[src/rtl/csa_mult_pkg.sv]
// Shared types and helpers for the sequential carry-save multiplier.
package csa_mult_pkg;

    // Controller states: waiting, one row pass per multiplier bit, final add, result held.
    typedef enum logic [1:0] {
        IDLE    = 2'd0,
        ACCUM   = 2'd1,
        RESOLVE = 2'd2,
        DONE    = 2'd3
    } state_t;

    // Width of the step counter that walks the multiplier bits 0..width-1.
    function automatic int cnt_width(input int width);
        return (width > 1) ? $clog2(width) : 1;
    endfunction

endpackage

[src/rtl/csa_row.sv]
// One row of carry-save cells, reused by the controller on every accumulate step.

// Single carry-save cell: adds the partial-product bit xi&yi into a sum/carry pair.
module csa1 (
    input  logic xi,
    input  logic yi,
    input  logic sum_in,
    input  logic carry_in,
    output logic sum_out,
    output logic carry_out
);
    logic pp;

    assign pp        = xi & yi;
    assign sum_out   = sum_in ^ pp ^ carry_in;
    assign carry_out = (sum_in & pp) | (sum_in & carry_in) | (pp & carry_in);
endmodule

// WIDTH cells side by side; purely combinational.
module csa_row #(
    parameter int WIDTH = 8
) (
    input  logic [WIDTH-1:0] x,
    input  logic             yi,
    input  logic [WIDTH-1:0] sum_in,
    input  logic [WIDTH-1:0] carry_in,
    output logic [WIDTH-1:0] sum_out,
    output logic [WIDTH-1:0] carry_out
);
    for (genvar i = 0; i < WIDTH; i++) begin : g_cell
        csa1 u_cell (
            .xi       (x[i]),
            .yi       (yi),
            .sum_in   (sum_in[i]),
            .carry_in (carry_in[i]),
            .sum_out  (sum_out[i]),
            .carry_out(carry_out[i])
        );
    end
endmodule

[src/rtl/csa_mult_seq.sv]
// Sequential unsigned WIDTH x WIDTH multiplier: one carry-save row reused for WIDTH
// steps, then a single carry-propagate cycle builds the upper half of the product.
// The redundant pair (S, C) always represents (a*b - lo) >> step, so S+C fits in WIDTH bits.
module csa_mult_seq
    import csa_mult_pkg::*;
#(
    parameter int WIDTH = 8
) (
    input  logic               clk,
    input  logic               rst_n,
    input  logic               abort,
    input  logic               in_valid,
    output logic               in_ready,
    input  logic [WIDTH-1:0]   a,
    input  logic [WIDTH-1:0]   b,
    output logic               out_valid,
    input  logic               out_ready,
    output logic [2*WIDTH-1:0] product,
    output logic               busy
);
    localparam int               CNT_W     = cnt_width(WIDTH);
    localparam logic [CNT_W-1:0] LAST_STEP = CNT_W'(WIDTH - 1);

    state_t               state_q,   state_d;
    logic [WIDTH-1:0]     a_q,       a_d;
    logic [WIDTH-1:0]     b_q,       b_d;
    logic [WIDTH-1:0]     s_q,       s_d;
    logic [WIDTH-1:0]     c_q,       c_d;
    logic [WIDTH-1:0]     lo_q,      lo_d;
    logic [CNT_W-1:0]     count_q,   count_d;
    logic [2*WIDTH-1:0]   product_q, product_d;

    logic [WIDTH-1:0]     row_sum;
    logic [WIDTH-1:0]     row_carry;
    logic [WIDTH-1:0]     hi_sum;
    logic                 accept;

    csa_row #(.WIDTH(WIDTH)) u_row (
        .x        (a_q),
        .yi       (b_q[count_q]),
        .sum_in   (s_q),
        .carry_in (c_q),
        .sum_out  (row_sum),
        .carry_out(row_carry)
    );

    // Carry-out of this add is zero for any exact product, so only WIDTH bits are kept.
    assign hi_sum = s_q + c_q;

    assign in_ready  = (state_q == IDLE) || ((state_q == DONE) && out_ready);
    assign accept    = in_valid && in_ready;
    assign out_valid = (state_q == DONE);
    assign busy      = (state_q == ACCUM) || (state_q == RESOLVE);
    assign product   = product_q;

    // Next-state and datapath updates for every register.
    always_comb begin
        // NOTE: every _d starts as its _q so no path through this block leaves a signal
        // unassigned; that is what keeps it from inferring latches.
        state_d   = state_q;
        a_d       = a_q;
        b_d       = b_q;
        s_d       = s_q;
        c_d       = c_q;
        lo_d      = lo_q;
        count_d   = count_q;
        product_d = product_q;

        if (abort) begin
            // Cancel drops to IDLE and ignores any handshake; the last product is kept.
            state_d = IDLE;
        end else begin
            case (state_q)
                IDLE, DONE: begin
                    if (accept) begin
                        a_d     = a;
                        b_d     = b;
                        s_d     = '0;
                        c_d     = '0;
                        count_d = '0;
                        state_d = ACCUM;
                    end else if (state_q == DONE && out_ready) begin
                        state_d = IDLE;
                    end
                end
                ACCUM: begin
                    // Bit 0 of the row sum is final: retire it into the low half.
                    lo_d[count_q] = row_sum[0];
                    s_d           = {1'b0, row_sum[WIDTH-1:1]};
                    c_d           = row_carry;
                    count_d       = count_q + CNT_W'(1);
                    if (count_q == LAST_STEP) begin
                        state_d = RESOLVE;
                    end
                end
                RESOLVE: begin
                    product_d = {hi_sum, lo_q};
                    state_d   = DONE;
                end
                default: begin
                    state_d = IDLE;
                end
            endcase
        end
    end

    // State register with synchronous active-low reset taking priority over everything.
    always_ff @(posedge clk) begin
        // NOTE: non-blocking assignments so every flop samples pre-edge values, no matter
        // the order in which the statements are written.
        if (!rst_n) begin
            state_q   <= IDLE;
            a_q       <= '0;
            b_q       <= '0;
            s_q       <= '0;
            c_q       <= '0;
            lo_q      <= '0;
            count_q   <= '0;
            product_q <= '0;
        end else begin
            state_q   <= state_d;
            a_q       <= a_d;
            b_q       <= b_d;
            s_q       <= s_d;
            c_q       <= c_d;
            lo_q      <= lo_d;
            count_q   <= count_d;
            product_q <= product_d;
        end
    end

endmodule

[config.mk]
export PLATFORM = sky130hd
export DESIGN_NAME = csa_mult_seq
export DESIGN_NICKNAME = d
export VERILOG_FILES = /design/src/rtl/csa_mult_pkg.sv /design/src/rtl/csa_row.sv /design/src/rtl/csa_mult_seq.sv
export SDC_FILE = /design/constraint.sdc
export NUM_CORES = 1
export LEC_CHECK = 0
export ABC_CLOCK_PERIOD_IN_PS = 3100
export CORE_MARGIN = 3
export CORE_UTILIZATION = 55
export DETAILED_ROUTE_END_ITERATION = 6
export PLACE_DENSITY = 0.8
export SLEW_MARGIN = 10
export SYNTH_ARGS = -nofsm -noshare
export SYNTH_HDL_FRONTEND = slang
export SYNTH_SLANG_ARGS = --single-unit
[constraint.sdc]
create_clock -name clk -period 3.1 [get_ports clk]
set_clock_uncertainty 0.15 [all_clocks]
set_input_delay 0.775 -clock clk [delete_from_list [all_inputs] [get_ports clk]]
set_output_delay 0.775 -clock clk [all_outputs]
set_load 0.05 [all_outputs]
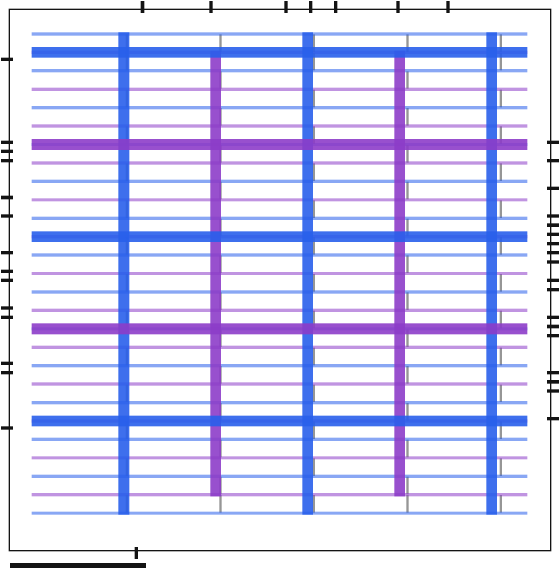
Figure 1: run 1, PDN straps and rails.
The bar under the picture is 20 um long. Pins as bars on the die edge. Tap cells in grey.
Key: purple = VDD; blue = VSS
5 straps on met4. 40 signal pins sit on the boundary. 70 tap cells. The core has 26 rows.
Die Width: 79.7 um
Core Area: 0.00517 sq mm
die height: 79.7 um

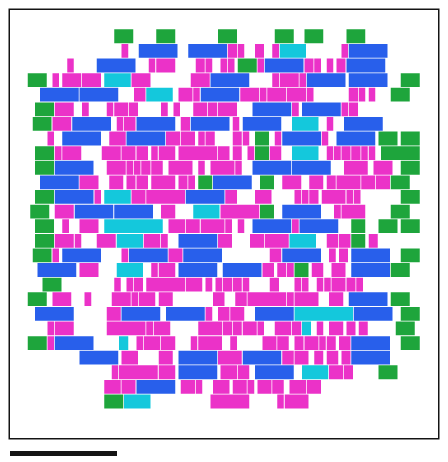
Figure 2: run 1, placement by cell class.
The bar under the picture is 20 um long.
Key: magenta = remaining logic cells [cells 250, share of their area 47%]; green = remaining buffers and delay cells [cells 47, share of their area 13%]; cyan = clock drivers and dummy loads [cells 16, share of their area 6.6%]; blue = registers [cells 60, share of their area 34%]

==> flow_summary.yaml, run 1 <==
# generated from flow reports
synthesis:
  common_cells: "dfxtp_1, nand2_1, nor2_1"
  top_cell_area_share_pct: 40.2
  synthTopCellsByArea: "dfxtp_1, mux2i_1, ha_1, fa_1, nand2_1"
  synth-async-reset-ratio_pct: 0
  syn_area_sq_mm: 0.00299
  yosysWarningCount: 0
  ys_cells: 332
  synth_chip_area_sq_mm: 0.00299
routing:
  wl_met3_um: 336
  dr_wl_met2_um: 2870
  drc: 0
  drt-wirelength-per-cell_um: 14.4
global_route:
  antenna_found_initial: 0
  use_met2_pct: 35.0
  gr-total-overflow: 0
  first_global_vias: 2289
  globalRoute.busiestLayer: "met2"
  grt.met1_usage_pct: 29.9
place:
  post-place-ws_ns: 0.243
  place_hpwl_um: 4370
  dp.cells: 427
worst_setup_path:
  critical_path.max_stage_delay_ns: 0.83
  start_kind: "flip-flop"
  cp-end-kind: "output port"
  rrSetupSlack_ns: 0.22
  crit_cells: 3
  crit_start: "state_q[1]$_SDFFE_PP0P_"
  crit_type: "flip-flop to output port"
  path_max_fanout: 6
  crit_path_end: "busy"
  arrival_ns: 2.00
cts:
  postCtsSetupBuffers: 0
  clk_pin_slew_ns: 0.07
hold_path:
  hold_end: "product[10]$_SDFFE_PN0P_"
  min_from: "product[10]$_SDFFE_PN0P_"
power_and_ir_drop:
  p_comb_uw: 131
  p_total_mw: 1.74
  p_seq_uw: 792
  power_frac_seq_pct: 45.5
layout:
  lay_top_cells: "dfxtp_1, nand2_1, clkdlybuf4s50_1, nor2_1, mux2i_1"
  fillers: 380
  fin_nets: 411
  largest_reg_flops: 16
  area_delta_synth_final_pct: 22.5
job:
  warnings: 29
final_timing:
  min_period_ns: 2.93
  tns_ns: 0
  fmax_mhz: 342
run_status:
  outcome: "complete, no violations"
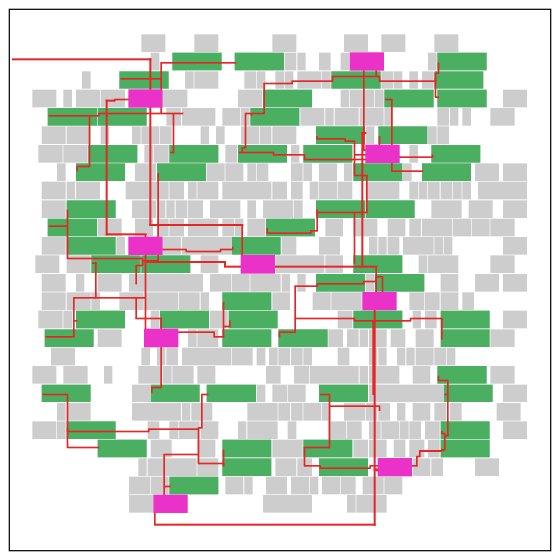
Figure 3: run 1, clock distribution.
Key: green = flip-flops [count 60]; magenta = clock-net drivers [count 9]; red = clock wires [length 777 um]
There are 10 routed clock nets.

## run 1: kinds of logic (layout without fill, tap and decap cells)
logic type / count (synthesis) / after routing / synth area share (%)
AOI/OAI and AO/OA: 57 / 57 / 11.8
xor gates and xnor gates: 2 / 2 / 0.587
adders and majority gates: 22 / 22 / 11.2
buffers and inverters: 37 / 78 / 5.66
DFF: 60 / 60 / 40.2
muxes: 25 / 25 / 8.38
and+or+nand+nor: 129 / 129 / 22.1
## run 1: cell type report
cell class / instances / share of cell area (%)
Tap cell: 70 / 2.39
Clock buffer: 12 / 4.52
Multi-Input combinational cell: 235 / 44.2
Sequential cell: 60 / 32.8
Clock inverter: 4 / 1.92
Inverter: 15 / 1.54
Timing Repair Buffer: 47 / 12.6
Figure 4. Congestion heat map (run 1).
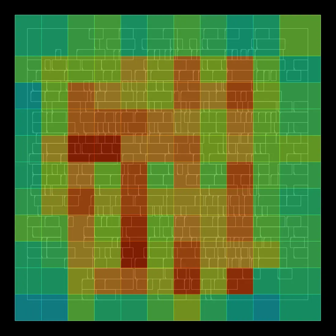

==> run 2, diff against run 1 <==
--- a/config.mk
+++ b/config.mk
@@ -10,7 +10,7 @@
 export CORE_UTILIZATION = 55
 export DETAILED_ROUTE_END_ITERATION = 6
 export PLACE_DENSITY = 0.8
-export SLEW_MARGIN = 10
+export SLEW_MARGIN = 30
 export SYNTH_ARGS = -nofsm -noshare
 export SYNTH_HDL_FRONTEND = slang
 export SYNTH_SLANG_ARGS = --single-unit
==> constraint.sdc (replaced) <==
create_clock -name clk -period 3.1 [get_ports clk]
set_clock_uncertainty 0.15 [all_clocks]
set_input_delay 0.775 -clock clk [delete_from_list [all_inputs] [get_ports clk]]
set_output_delay 0.775 -clock clk [all_outputs]
set_load 0.01 [all_outputs]
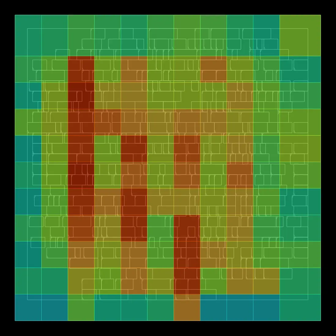
Figure 5: run 2, congestion heat map.
met2 Usage GRT: 35.2%
M3 GR Usage: 3.84%
overall global routing resource usage: 21.7%
GRT busiest layer: met2
M1 GR Usage: 28.0%

==> flow_summary.yaml, run 2 <==
# generated from flow reports
run_status:
  outcome: "complete, no violations"
synthesis:
  ys_sh_xor_pct: 0.587
  top_logic_kind: "simple AND/OR/NAND/NOR gates"
  ys_sh_aoi_pct: 11.8
  mux_share_pct: 8.38
  yosysWarningCount: 0
  synth_chip_area_sq_mm: 0.00299
  synth_adder_area_share_pct: 11.2
  top_cell_area_share_pct: 40.2
  common_cells: "dfxtp_1, nand2_1, nor2_1"
layout:
  nMultiInputCombCells: 235
  fillers: 407
  area_delta_synth_final_pct: 21.7
  flops: 60
  seq_area_share_pct: 33.0
  nClkBuffers: 11
  final-nonclk-buf-share_pct: 12.6
  fin_nets: 412
  comb_share_pct: 44.5
  n_all_buffers: 48
die:
  core-area_sq_mm: 0.00517
  die_x_um: 79.7
worst_setup_path:
  crit_type: "input port to output port"
  crit_start: "out_ready"
  crit_path_end: "in_ready"
  rrSetupSlack_ns: 0.32
  critical_path.max_stage_delay_ns: 0.54
  arrival_ns: 1.94
  crit_cells: 3
  cp-end-kind: "output port"
power_and_ir_drop:
  p_total_mw: 1.69
place:
  place_hpwl_um: 4350
  post-place-ws_ns: 0.232
  dp.cells: 428
job:
  warnings: 29
routing:
  wl_met3_um: 282
  drc: 0
hold_path:
  min_from: "lo_q[6]$_SDFFE_PN0P_"
global_route:
  gr-total-overflow: 0
cts:
  clk_pin_slew_ns: 0.07
final_timing:
  min_period_ns: 2.86
  tns_ns: 0
## run 2: worst register-to-register path, cell delays in order (launching register included)
cell and delay (ns):
dfxtp_1 0.51, nor2_1 0.11, a211oi_1 0.24, a31oi_1 0.07
or3_1 0.52, and2_4 0.21, fa_1 0.65, nand3_1 0.12
a21oi_1 0.14
## run 2: logic make-up (layout without fill, tap and decap cells)
group / after synthesis / in the layout
simple gates: 129 / 129
flops: 60 / 60
compound gates: 57 / 57
buf+inv: 37 / 79
mux: 25 / 25
fa+ha+maj: 22 / 22
xor+xnor: 2 / 2
## run 2: power breakdown
| group | switching (mW) | internal (mW) | total (mW) |
|---|---|---|---|
| logic | 0.0654 | 0.0561 | 0.122 |
| registers | 0.00830 | 0.784 | 0.792 |
| clock network | 0.304 | 0.470 | 0.774 |
| total | 0.378 | 1.31 | 1.69 |
Power and IR drop assume default switching activity.
